<file path="src/rtl/axis_frame_mux_pkg.sv">
// Shared types and helpers for the frame-safe AXI4-Stream video multiplexer.
package axis_frame_mux_pkg;

  // SYNC hunts for a start-of-frame on the active channel; PASS forwards it.
  typedef enum logic {
    SYNC = 1'b0,
    PASS = 1'b1
  } state_t;

  // TUSER bit carrying start-of-frame.
  localparam int SOF_BIT = 0;

  // Channel-select width; a 2-input mux still needs one select bit.
  function automatic int sel_w(input int n);
    return (n > 2) ? $clog2(n) : 1;
  endfunction

endpackage

</file>
<file path="src/rtl/axis_reg_slice.sv">
// Two-entry skid buffer: registered payload, valid and input ready, full throughput.
module axis_reg_slice #(
  parameter int DATA_W = 24,
  parameter int USER_W = 1
) (
  input  logic                clk,
  input  logic                rst,
  input  logic [DATA_W-1:0]   in_data,
  input  logic [DATA_W/8-1:0] in_keep,
  input  logic                in_last,
  input  logic [USER_W-1:0]   in_user,
  input  logic                in_valid,
  output logic                in_ready,
  output logic [DATA_W-1:0]   out_data,
  output logic [DATA_W/8-1:0] out_keep,
  output logic                out_last,
  output logic [USER_W-1:0]   out_user,
  output logic                out_valid,
  input  logic                out_ready,
  output logic                empty
);
  localparam int W = DATA_W + DATA_W/8 + 1 + USER_W;

  logic [W-1:0] in_bus;
  logic [W-1:0] main_q;
  logic [W-1:0] skid_q;
  logic         main_vld;
  logic         skid_vld;

  assign in_bus    = {in_data, in_keep, in_last, in_user};
  assign in_ready  = ~skid_vld;
  assign out_valid = main_vld;
  assign {out_data, out_keep, out_last, out_user} = main_q;
  assign empty     = ~main_vld & ~skid_vld;

  // Main entry refills from the skid entry first; the skid entry catches a beat accepted while main is stalled
  always_ff @(posedge clk or posedge rst) begin
    if (rst) begin
      main_vld <= 1'b0;
      skid_vld <= 1'b0;
      main_q   <= '0;
      skid_q   <= '0;
    end else if (~main_vld | out_ready) begin
      if (skid_vld) begin
        main_q   <= skid_q;
        main_vld <= 1'b1;
        skid_vld <= 1'b0;
      end else begin
        main_vld <= in_valid;
        if (in_valid) main_q <= in_bus;
      end
    end else if (in_valid & ~skid_vld) begin
      skid_q   <= in_bus;
      skid_vld <= 1'b1;
    end
  end

endmodule

</file>
<file path="src/rtl/axi_stream_frame_mux.sv">
// N-input AXI4-Stream video mux that only changes source on a start-of-frame.
// Unselected inputs are always drained. Define AXIS_FRAME_MUX_OUT_REG_EN to
// place a 2-entry skid register slice on the output path.
module axi_stream_frame_mux
  import axis_frame_mux_pkg::*;
#(
  parameter int N_IN   = 2,
  parameter int DATA_W = 24,
  parameter int USER_W = 1,
  parameter int SEL_W  = sel_w(N_IN)
) (
  input  logic                     clk_i,
  input  logic                     rst_i,
  input  logic [N_IN*DATA_W-1:0]   s_tdata_i,
  input  logic [N_IN*DATA_W/8-1:0] s_tkeep_i,
  input  logic [N_IN-1:0]          s_tlast_i,
  input  logic [N_IN*USER_W-1:0]   s_tuser_i,
  input  logic [N_IN-1:0]          s_tvalid_i,
  output logic [N_IN-1:0]          s_tready_o,
  output logic [DATA_W-1:0]        m_tdata_o,
  output logic [DATA_W/8-1:0]      m_tkeep_o,
  output logic                     m_tlast_o,
  output logic [USER_W-1:0]        m_tuser_o,
  output logic                     m_tvalid_o,
  input  logic                     m_tready_i,
  input  logic [SEL_W-1:0]         sel_i,
  output logic [SEL_W-1:0]         active_sel_o,
  output logic                     pending_o,
  output logic                     locked_o
);
  localparam int              KEEP_W = DATA_W/8;
  localparam logic [SEL_W:0]  N_IN_W = (SEL_W+1)'(N_IN);

  state_t            state, state_nxt;
  logic [SEL_W-1:0]  active, active_nxt;
  logic [DATA_W-1:0] act_data;
  logic [KEEP_W-1:0] act_keep;
  logic              act_last;
  logic [USER_W-1:0] act_user;
  logic              act_valid;
  logic              act_sof;
  logic              act_ready;
  logic              sel_ok;
  logic              fwd_valid;
  logic              dn_ready;
  logic              dn_empty;
  logic              stall_q;

  assign act_sof      = act_valid & act_user[SOF_BIT];
  assign sel_ok       = {1'b0, sel_i} < N_IN_W;
  assign pending_o    = (sel_i != active) && sel_ok && (state == PASS);
  assign locked_o     = (state == PASS);
  assign active_sel_o = active;

  // Pick out the payload of the channel that currently owns the output
  always_comb begin
    act_data  = '0;
    act_keep  = '0;
    act_last  = 1'b0;
    act_user  = '0;
    act_valid = 1'b0;
    for (int k = 0; k < N_IN; k++) begin
      if (active == SEL_W'(k)) begin
        act_data  = s_tdata_i[k*DATA_W +: DATA_W];
        act_keep  = s_tkeep_i[k*KEEP_W +: KEEP_W];
        act_last  = s_tlast_i[k];
        act_user  = s_tuser_i[k*USER_W +: USER_W];
        act_valid = s_tvalid_i[k];
      end
    end
  end

  // Frame-lock FSM: drain until SOF, forward in PASS, switch only on a fresh SOF
  always_comb begin
    state_nxt  = state;
    active_nxt = active;
    fwd_valid  = 1'b0;
    act_ready  = 1'b1;
    case (state)
      SYNC: begin
        if (sel_ok && (sel_i != active)) begin
          active_nxt = sel_i;
        end else if (act_sof) begin
          // Hold the SOF beat; it is forwarded once the output path is empty
          act_ready = 1'b0;
          if (dn_empty) state_nxt = PASS;
        end
      end
      PASS: begin
        // A stalled beat already offered downstream must not be withdrawn
        if (pending_o && act_sof && !stall_q) begin
          act_ready  = 1'b0;
          active_nxt = sel_i;
          state_nxt  = SYNC;
        end else begin
          fwd_valid = act_valid;
          act_ready = dn_ready;
        end
      end
      default: state_nxt = SYNC;
    endcase
  end

  // Every channel but the active one is drained unconditionally
  always_comb begin
    s_tready_o = '1;
    for (int k = 0; k < N_IN; k++) begin
      if (active == SEL_W'(k)) s_tready_o[k] = act_ready;
    end
  end

  // State, owning channel and downstream-stall history
  always_ff @(posedge clk_i or posedge rst_i) begin
    if (rst_i) begin
      state   <= SYNC;
      active  <= '0;
      stall_q <= 1'b0;
    end else begin
      state   <= state_nxt;
      active  <= active_nxt;
      stall_q <= fwd_valid & ~dn_ready;
    end
  end

`ifdef AXIS_FRAME_MUX_OUT_REG_EN
  axis_reg_slice #(
    .DATA_W (DATA_W),
    .USER_W (USER_W)
  ) u_slice (
    .clk       (clk_i),
    .rst       (rst_i),
    .in_data   (act_data),
    .in_keep   (act_keep),
    .in_last   (act_last),
    .in_user   (act_user),
    .in_valid  (fwd_valid),
    .in_ready  (dn_ready),
    .out_data  (m_tdata_o),
    .out_keep  (m_tkeep_o),
    .out_last  (m_tlast_o),
    .out_user  (m_tuser_o),
    .out_valid (m_tvalid_o),
    .out_ready (m_tready_i),
    .empty     (dn_empty)
  );
`else
  assign dn_ready   = m_tready_i;
  assign dn_empty   = 1'b1;
  assign m_tvalid_o = fwd_valid;
  assign m_tdata_o  = locked_o ? act_data : '0;
  assign m_tkeep_o  = locked_o ? act_keep : '0;
  assign m_tlast_o  = locked_o & act_last;
  assign m_tuser_o  = locked_o ? act_user : '0;
`endif

endmodule

</file>
<file path="config.mk">
export PLATFORM = sky130hd
export DESIGN_NAME = axi_stream_frame_mux
export DESIGN_NICKNAME = d
export VERILOG_FILES = /design/src/rtl/axis_frame_mux_pkg.sv /design/src/rtl/axis_reg_slice.sv /design/src/rtl/axi_stream_frame_mux.sv
export SDC_FILE = /design/constraint.sdc
export NUM_CORES = 1
export LEC_CHECK = 0
export CAP_MARGIN = 20
export CORE_MARGIN = 2
export CORE_UTILIZATION = 26
export CTS_CLUSTER_DIAMETER = 200
export DETAILED_ROUTE_END_ITERATION = 8
export HOLD_SLACK_MARGIN = 0.08
export PLACE_DENSITY = 0.89
export SYNTH_ARGS = -nofsm -noshare
export SYNTH_HDL_FRONTEND = slang
export SYNTH_SLANG_ARGS = --single-unit
</file>
<file path="constraint.sdc">
create_clock -name clk_i -period 3.7 [get_ports clk_i]
set_clock_uncertainty 0.15 [all_clocks]
set_input_delay 0.74 -clock clk_i [delete_from_list [all_inputs] [get_ports clk_i]]
set_output_delay 0.74 -clock clk_i [all_outputs]
set_load 0.03 [all_outputs]
</file>
==> flow_metrics.py, run 1 <==
# Metrics from the implementation run
metrics = {
    "status": {
        "outcome": "finished clean",
    },
    "worst_setup_path": {
        "crit-reg2reg-launch": "active_sel_o",
        "worst-setup-path-type": "input pin to output pin",
        "r2r_slack_ns": 2.09,
        "ff2ff_path_depth": 3,
        "crit_family": "buffers and inverters",
        "critPathCaptureType": "output pin",
        "setup.worst_path.start": "s_tuser_i[1]",
        "cp_data_arrival_time_ns": 2.62,
        "critPathMaxFanout": 4,
        "cpMostUsedCell": "clkdlybuf4s50_1",
    },
    "floorplanning": {
        "fp_util_pct": 27.93,
        "dieArea_um2": 3167,
        "pin_count": 99,
    },
    "finish": {
        "final_nets": 261,
        "area_growth_pct": 142.1,
        "diodes": 0,
        "lay_top_count": "clkdlybuf4s50_1",
        "drive_gt1_share_pct": 4.592,
        "final_cell_mix": "clkdlybuf4s50_1, nor2_1, mux2i_1",
    },
    "clocking": {
        "clk_pin_slew_ns": 0.04,
        "worstSkewPairLatency_ns": 0.23,
        "root_buffer": "clkbuf_4",
        "cts_made_buffers": 3,
        "postCtsSetupBuffers": 0,
        "cts_hold_buf": 0,
        "cts_num_sinks": 3,
        "h-tree-depth": 1,
        "cts_tree": "yes",
    },
    "hold_path": {
        "worstHoldStart": "stall_q",
    },
    "run": {
        "warnings": 26,
    },
    "synth": {
        "ys_ff": 3,
        "yosysWarnings": 0,
        "syn_inst": 100,
        "synth_cell_types": 25,
        "ys_seq_share_pct": 10.56,
        "ys_cells": 100,
        "syn-cell-area_um2": 710.7,
        "synth_nets": 164,
    },
    "pwr": {
        "p_total_uw": 1044,
        "powerDensity_nw_per_um2": 606.6,
    },
    "place": {
        "placed_cells": 222,
        "gp_congestion": 0.7671,
        "postPlaceCellArea_um2": 1694,
    },
    "timing": {
        "setup_violations": 0,
        "drv_slew": 0,
        "min_period_ns": 3.510,
        "tightest_slew_ns": 0.6837,
        "hold_viol": 0,
        "rsz0062_at_grt": "false",
        "slew_headroom_pct": 54.42,
        "period_used_pct": 94.87,
    },
    "grt": {
        "antenna_found_initial": 0,
        "grt_first_pass_wirelength_mm": 4.761,
        "grt_pass1_vias": 1019,
        "overflow": 0,
        "gr-usage-all-layers_pct": 18.51,
    },
    "routing": {
        "drt-initial-drc-count": 57,
        "ant_nets": 0,
        "drtPass1Iterations": 6,
        "vias": 1088,
        "vias_per_cell": 4.814,
        "drc": 0,
    },
}
## run 1: cells by family (layout without fill, tap and decap cells)
family / count (synthesis) / after routing / synth area share (%)
mux: 30 / 30 / 42.43
flops: 3 / 3 / 10.56
compound gates: 9 / 9 / 7.746
buf+inv: 10 / 106 / 8.274
xor+xnor: 1 / 1 / 1.233
simple gates: 47 / 47 / 29.75
## run 1: worst max path at each step
| stage | end | slack (ns) | cells past startpoint |
|---|---|---|---|
| finish | m_tvalid_o | 0.19 | 5 |
| global placement | m_tvalid_o | 0.32 | 5 |
| detailed placement | m_tvalid_o | 0.21 | 5 |
| floorplan | s_tready_o[1] | 1.10 | 4 |
| CTS | m_tvalid_o | 0.21 | 5 |
| global route | m_tvalid_o | 0.13 | 5 |
## run 1: cell type report
cell class / instances / area (um^2) / share of cell area (%)
clock buffers: 4 / 26.28 / 1.527
inverters: 2 / 7.507 / 0.4364
multi-input cells: 87 / 576.8 / 33.53
flip-flops and latches: 3 / 76.32 / 4.436
well taps: 30 / 37.54 / 2.182
repair buffers: 100 / 996.0 / 57.89
## run 1: power by group
group	internal (uW)	leakage [uW]	switching, uW
registers	44.0	0.0000363	61.3
logic	401	0.000689	480
clock network	40.4	0.0000150	16.9
## run 1: synthesized netlist by cell type
cell | n | area share (%)
mux2i_1 | 29 | 41
clkbuf_1 | 3 | 1.6
nor2b_1 | 1 | 0.88
a32oi_1 | 1 | 1.2
buf_4 | 1 | 1.1
nand3_1 | 1 | 0.70
nand2_1 | 3 | 1.6
nand2b_1 | 2 | 1.8
inv_1 | 1 | 0.53
o211ai_1 | 2 | 2.1
o21ai_0 | 4 | 2.8
nand4b_1 | 1 | 1.2
nor2_1 | 34 | 18
and4_2 | 1 | 1.4
or3b_1 | 1 | 1.2
inv_2 | 1 | 0.53
buf_6 | 2 | 3.2
xnor2_1 | 1 | 1.2
nor4_1 | 1 | 0.88
buf_2 | 2 | 1.4
a31oi_1 | 1 | 0.88
nand3b_1 | 2 | 2.1
a21oi_1 | 1 | 0.70
dfrtp_1 | 3 | 11
mux2_2 | 1 | 1.6
## run 1: stage by stage
stage | util [%] | worst slack (ns) | hold slack [ns]
after floorplan | - | 1.100 | 0.3436
after global placement | 66.57 | 0.3186 | 0.4406
after detailed placement | 66.57 | 0.2140 | 0.4672
after CTS | 67.60 | 0.2096 | 0.4798
after global routing | 67.60 | 0.1278 | 0.5154
final | 67.60 | 0.1897 | 0.5050
## run 1: per-layer routing
layer / part of all wire (%) / global-route usage [%]
met5: 0 / 0
met3: 9.6 / 3.456
met1: 41 / 22.02
met2: 49 / 34.12
met4: 0.32 / 4.082
## run 1: sequential cells by signal, indices dropped and copies added, names as in the netlist
signal        cells
locked_o          1
stall_q           1
active_sel_o      1
## run 1: worst register-to-register path, cell delays in order (launching register included)
cell and delay, ns:
dfrtp_2 0.80, and4_2 0.37, a31oi_1 0.04, o211ai_1 0.15
Fig. 1: run 1, cells colored by class
The bar under the picture is 20 um long.
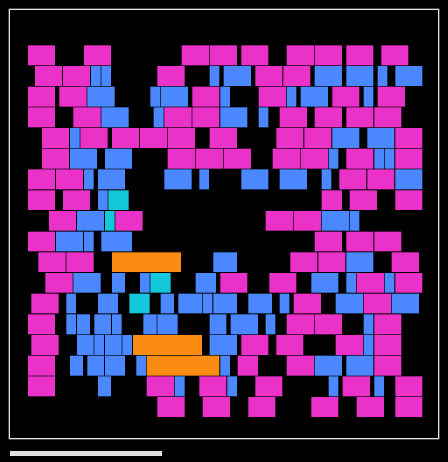
Key: remaining buffers and delay cells = magenta [cells 100]; remaining logic cells = blue [cells 89]; clock drivers and dummy loads = cyan [cells 4]; registers = orange [cells 3]

Fig. 2: run 1, signal wires on met2
The bar under the picture is 20 um long. Cells faint in the background.
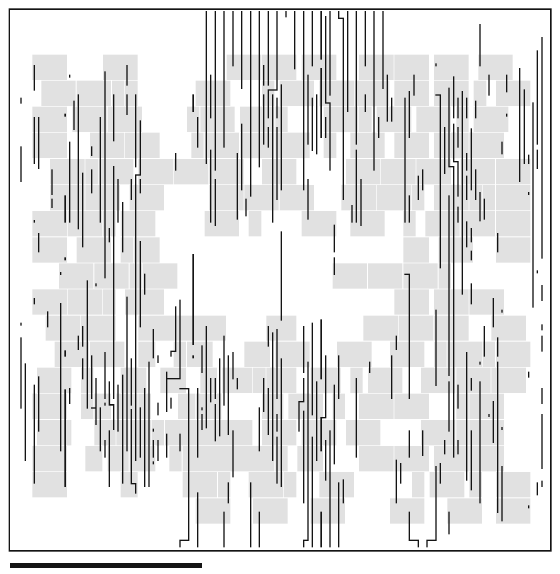
The layer carries 1,530 um of wire. The layer holds 49% of the routed length. The wires run mostly vertical. The longest straight run is 30.3 um.

Fig. 3: run 1, power grid
Pins as bars on the die edge. Tap cells in gray.
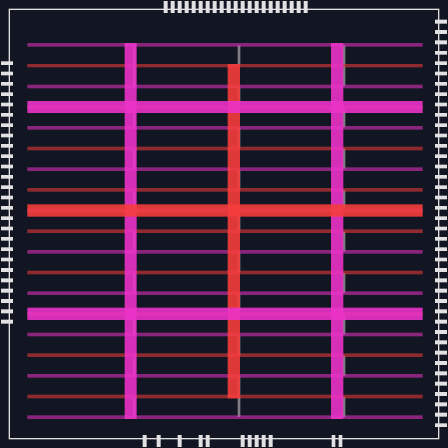
Key: VSS = magenta; VDD = red
3 straps on met4. 19 met1 rails follow the rows. 30 tap cells. The core has 18 rows.
die width: 56.28 um
Core Area: 2545 um^2
Die Ht: 56.28 um
worst vdd ir: 0.0005553 V

==> run 2: changes to the inputs <==
CTS_CLUSTER_SIZE = 14   (was unset)
Fig. 4: run 2, cells colored by class
The bar under the picture is 20 um long.
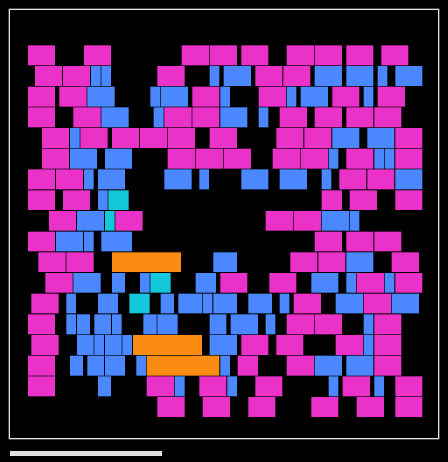
Key: remaining logic cells = blue [cells 89]; registers = orange [cells 3]; clock drivers and dummy loads = cyan [cells 4]; remaining buffers and delay cells = magenta [cells 100]
flop share of the area: 4.436%
Core Util, Final: 67.60%

==> run 2 against run 1 <==
Clock-buffer cell count stayed put; largest cell class unchanged; worst setup slack stayed put; sequential share of layout area stayed put; critical path type unchanged; critical path depth stayed put; combinational power hardly changed; worst hold slack stayed put; cell area stayed put; final cell count stayed put; non-clock buffer count stayed put.
==> flow_metrics.py, run 2 <==
# Metrics from the implementation run
metrics = {
    "grt": {
        "grt_pass1_vias": 1019,
        "met2_usage_pct": 34.12,
        "overflow": 0,
        "grt.met3_usage_pct": 3.456,
        "grt_first_pass_wirelength_mm": 4.761,
    },
    "floorplanning": {
        "pin_count": 99,
        "dieArea_um2": 3167,
        "fp_util_pct": 27.93,
        "die_w_um": 56.28,
        "core_um2": 2545,
    },
    "synth": {
        "synthTopCellsByCount": "nor2_1, mux2i_1, o21ai_0",
        "synth_nets": 164,
        "yosysTopAreaCell": "mux2i_1",
        "syn-cell-area_um2": 710.7,
        "synth-main-ff-cell": "dfrtp_1",
        "ys_seq_share_pct": 10.56,
        "top_cell": "nor2_1",
        "area_leaders": "mux2i_1, nor2_1, dfrtp_1",
        "ys_ff": 3,
    },
    "worst_setup_path": {
        "critPathCaptureType": "output pin",
        "ff2ff_path_depth": 3,
        "worst-setup-path-type": "input pin to output pin",
        "crit-reg2reg-launch": "active_sel_o",
        "r2r_slack_ns": 2.09,
    },
    "clocking": {
        "clk_pin_slew_ns": 0.04,
        "cts_tree": "yes",
        "root_buffer": "clkbuf_4",
        "worstSkewPairLatency_ns": 0.23,
        "postCtsSetupBuffers": 0,
    },
    "timing": {
        "min_period_ns": 3.510,
        "setup_violations": 0,
        "period_used_pct": 94.87,
        "slew_headroom_pct": 54.42,
        "tightest_slew_ns": 0.6837,
        "drv_slew": 0,
    },
    "routing": {
        "drc": 0,
        "vias": 1088,
        "vias_per_cell": 4.814,
    },
    "finish": {
        "area_growth_pct": 142.1,
        "diodes": 0,
    },
    "run": {
        "warnings": 26,
    },
    "pwr": {
        "max-vdd-ir-drop_v": 0.0005553,
    },
    "hold_path": {
        "worstHoldStart": "stall_q",
    },
    "status": {
        "outcome": "finished clean",
    },
}
-- run 2: cell counts in the layout (fill, tap and decap cells not counted) --
Identical to the previous run, type by type.
-- run 2: how the worst max path moves through the flow --
stage | startpoint | end | slack [ns] | cells past startpoint
floorplan | sel_i | s_tready_o[1] | 1.10 | 4
global placement | s_tuser_i[1] | m_tvalid_o | 0.32 | 5
detailed placement | s_tuser_i[1] | m_tvalid_o | 0.21 | 5
CTS | s_tuser_i[1] | m_tvalid_o | 0.21 | 5
global route | s_tuser_i[1] | m_tvalid_o | 0.13 | 5
finish | s_tuser_i[1] | m_tvalid_o | 0.19 | 5
-- run 2: layout make-up --
class                   count  area, um^2  area share [%]
well taps                  30       37.54           2.182
flip-flops and latches      3       76.32           4.436
repair buffers            100       996.0           57.89
multi-input cells          87       576.8           33.53
inverters                   2       7.507          0.4364
clock buffers               4       26.28           1.527
-- run 2: stage by stage --
step                      util, %  power [uW]  cells  worst slack [ns]
after floorplan                 -       636.8    100             1.100
after global placement      66.57       968.6    222            0.3186
after detailed placement    66.57       987.2    222            0.2140
after global routing        67.60        1101    226            0.1278
after CTS                   67.60        1050    226            0.2096
final                       67.60        1044    226            0.1897
-- run 2: worst max-delay path, cell delays in order --
cell and delay, ns:
clkdlybuf4s50_1 0.52, or3b_1 0.36, a32oi_1 0.28, nor2_1 0.09, clkdlybuf4s50_1 0.63
-- run 2: report_power, final --
group | switching [uW] | total, uW | internal, uW | leakage, uW
logic | 480 | 881 | 401 | 0.000689
registers | 61.3 | 105 | 44.0 | 0.0000363
clock network | 16.9 | 57.4 | 40.4 | 0.0000150
-- run 2: kinds of logic (layout without fill, tap and decap cells) --
group,Yosys count,count (layout),share of synthesized area [%]
buffers and inverters,10,106,8.274
AND-OR/OR-AND,9,9,7.746
AND/OR/NAND/NOR,47,47,29.75
XOR/XNOR,1,1,1.233
flip-flops,3,3,10.56
multiplexers,30,30,42.43
-- run 2: routing by layer --
layer  up-vias  wire length, um
met1       470             1296
met2        80             1529
met3         2              301
met4         0               10
met5         -                0
li1        536                -
No activity file was given, so power comes from the tool's default toggle rates.
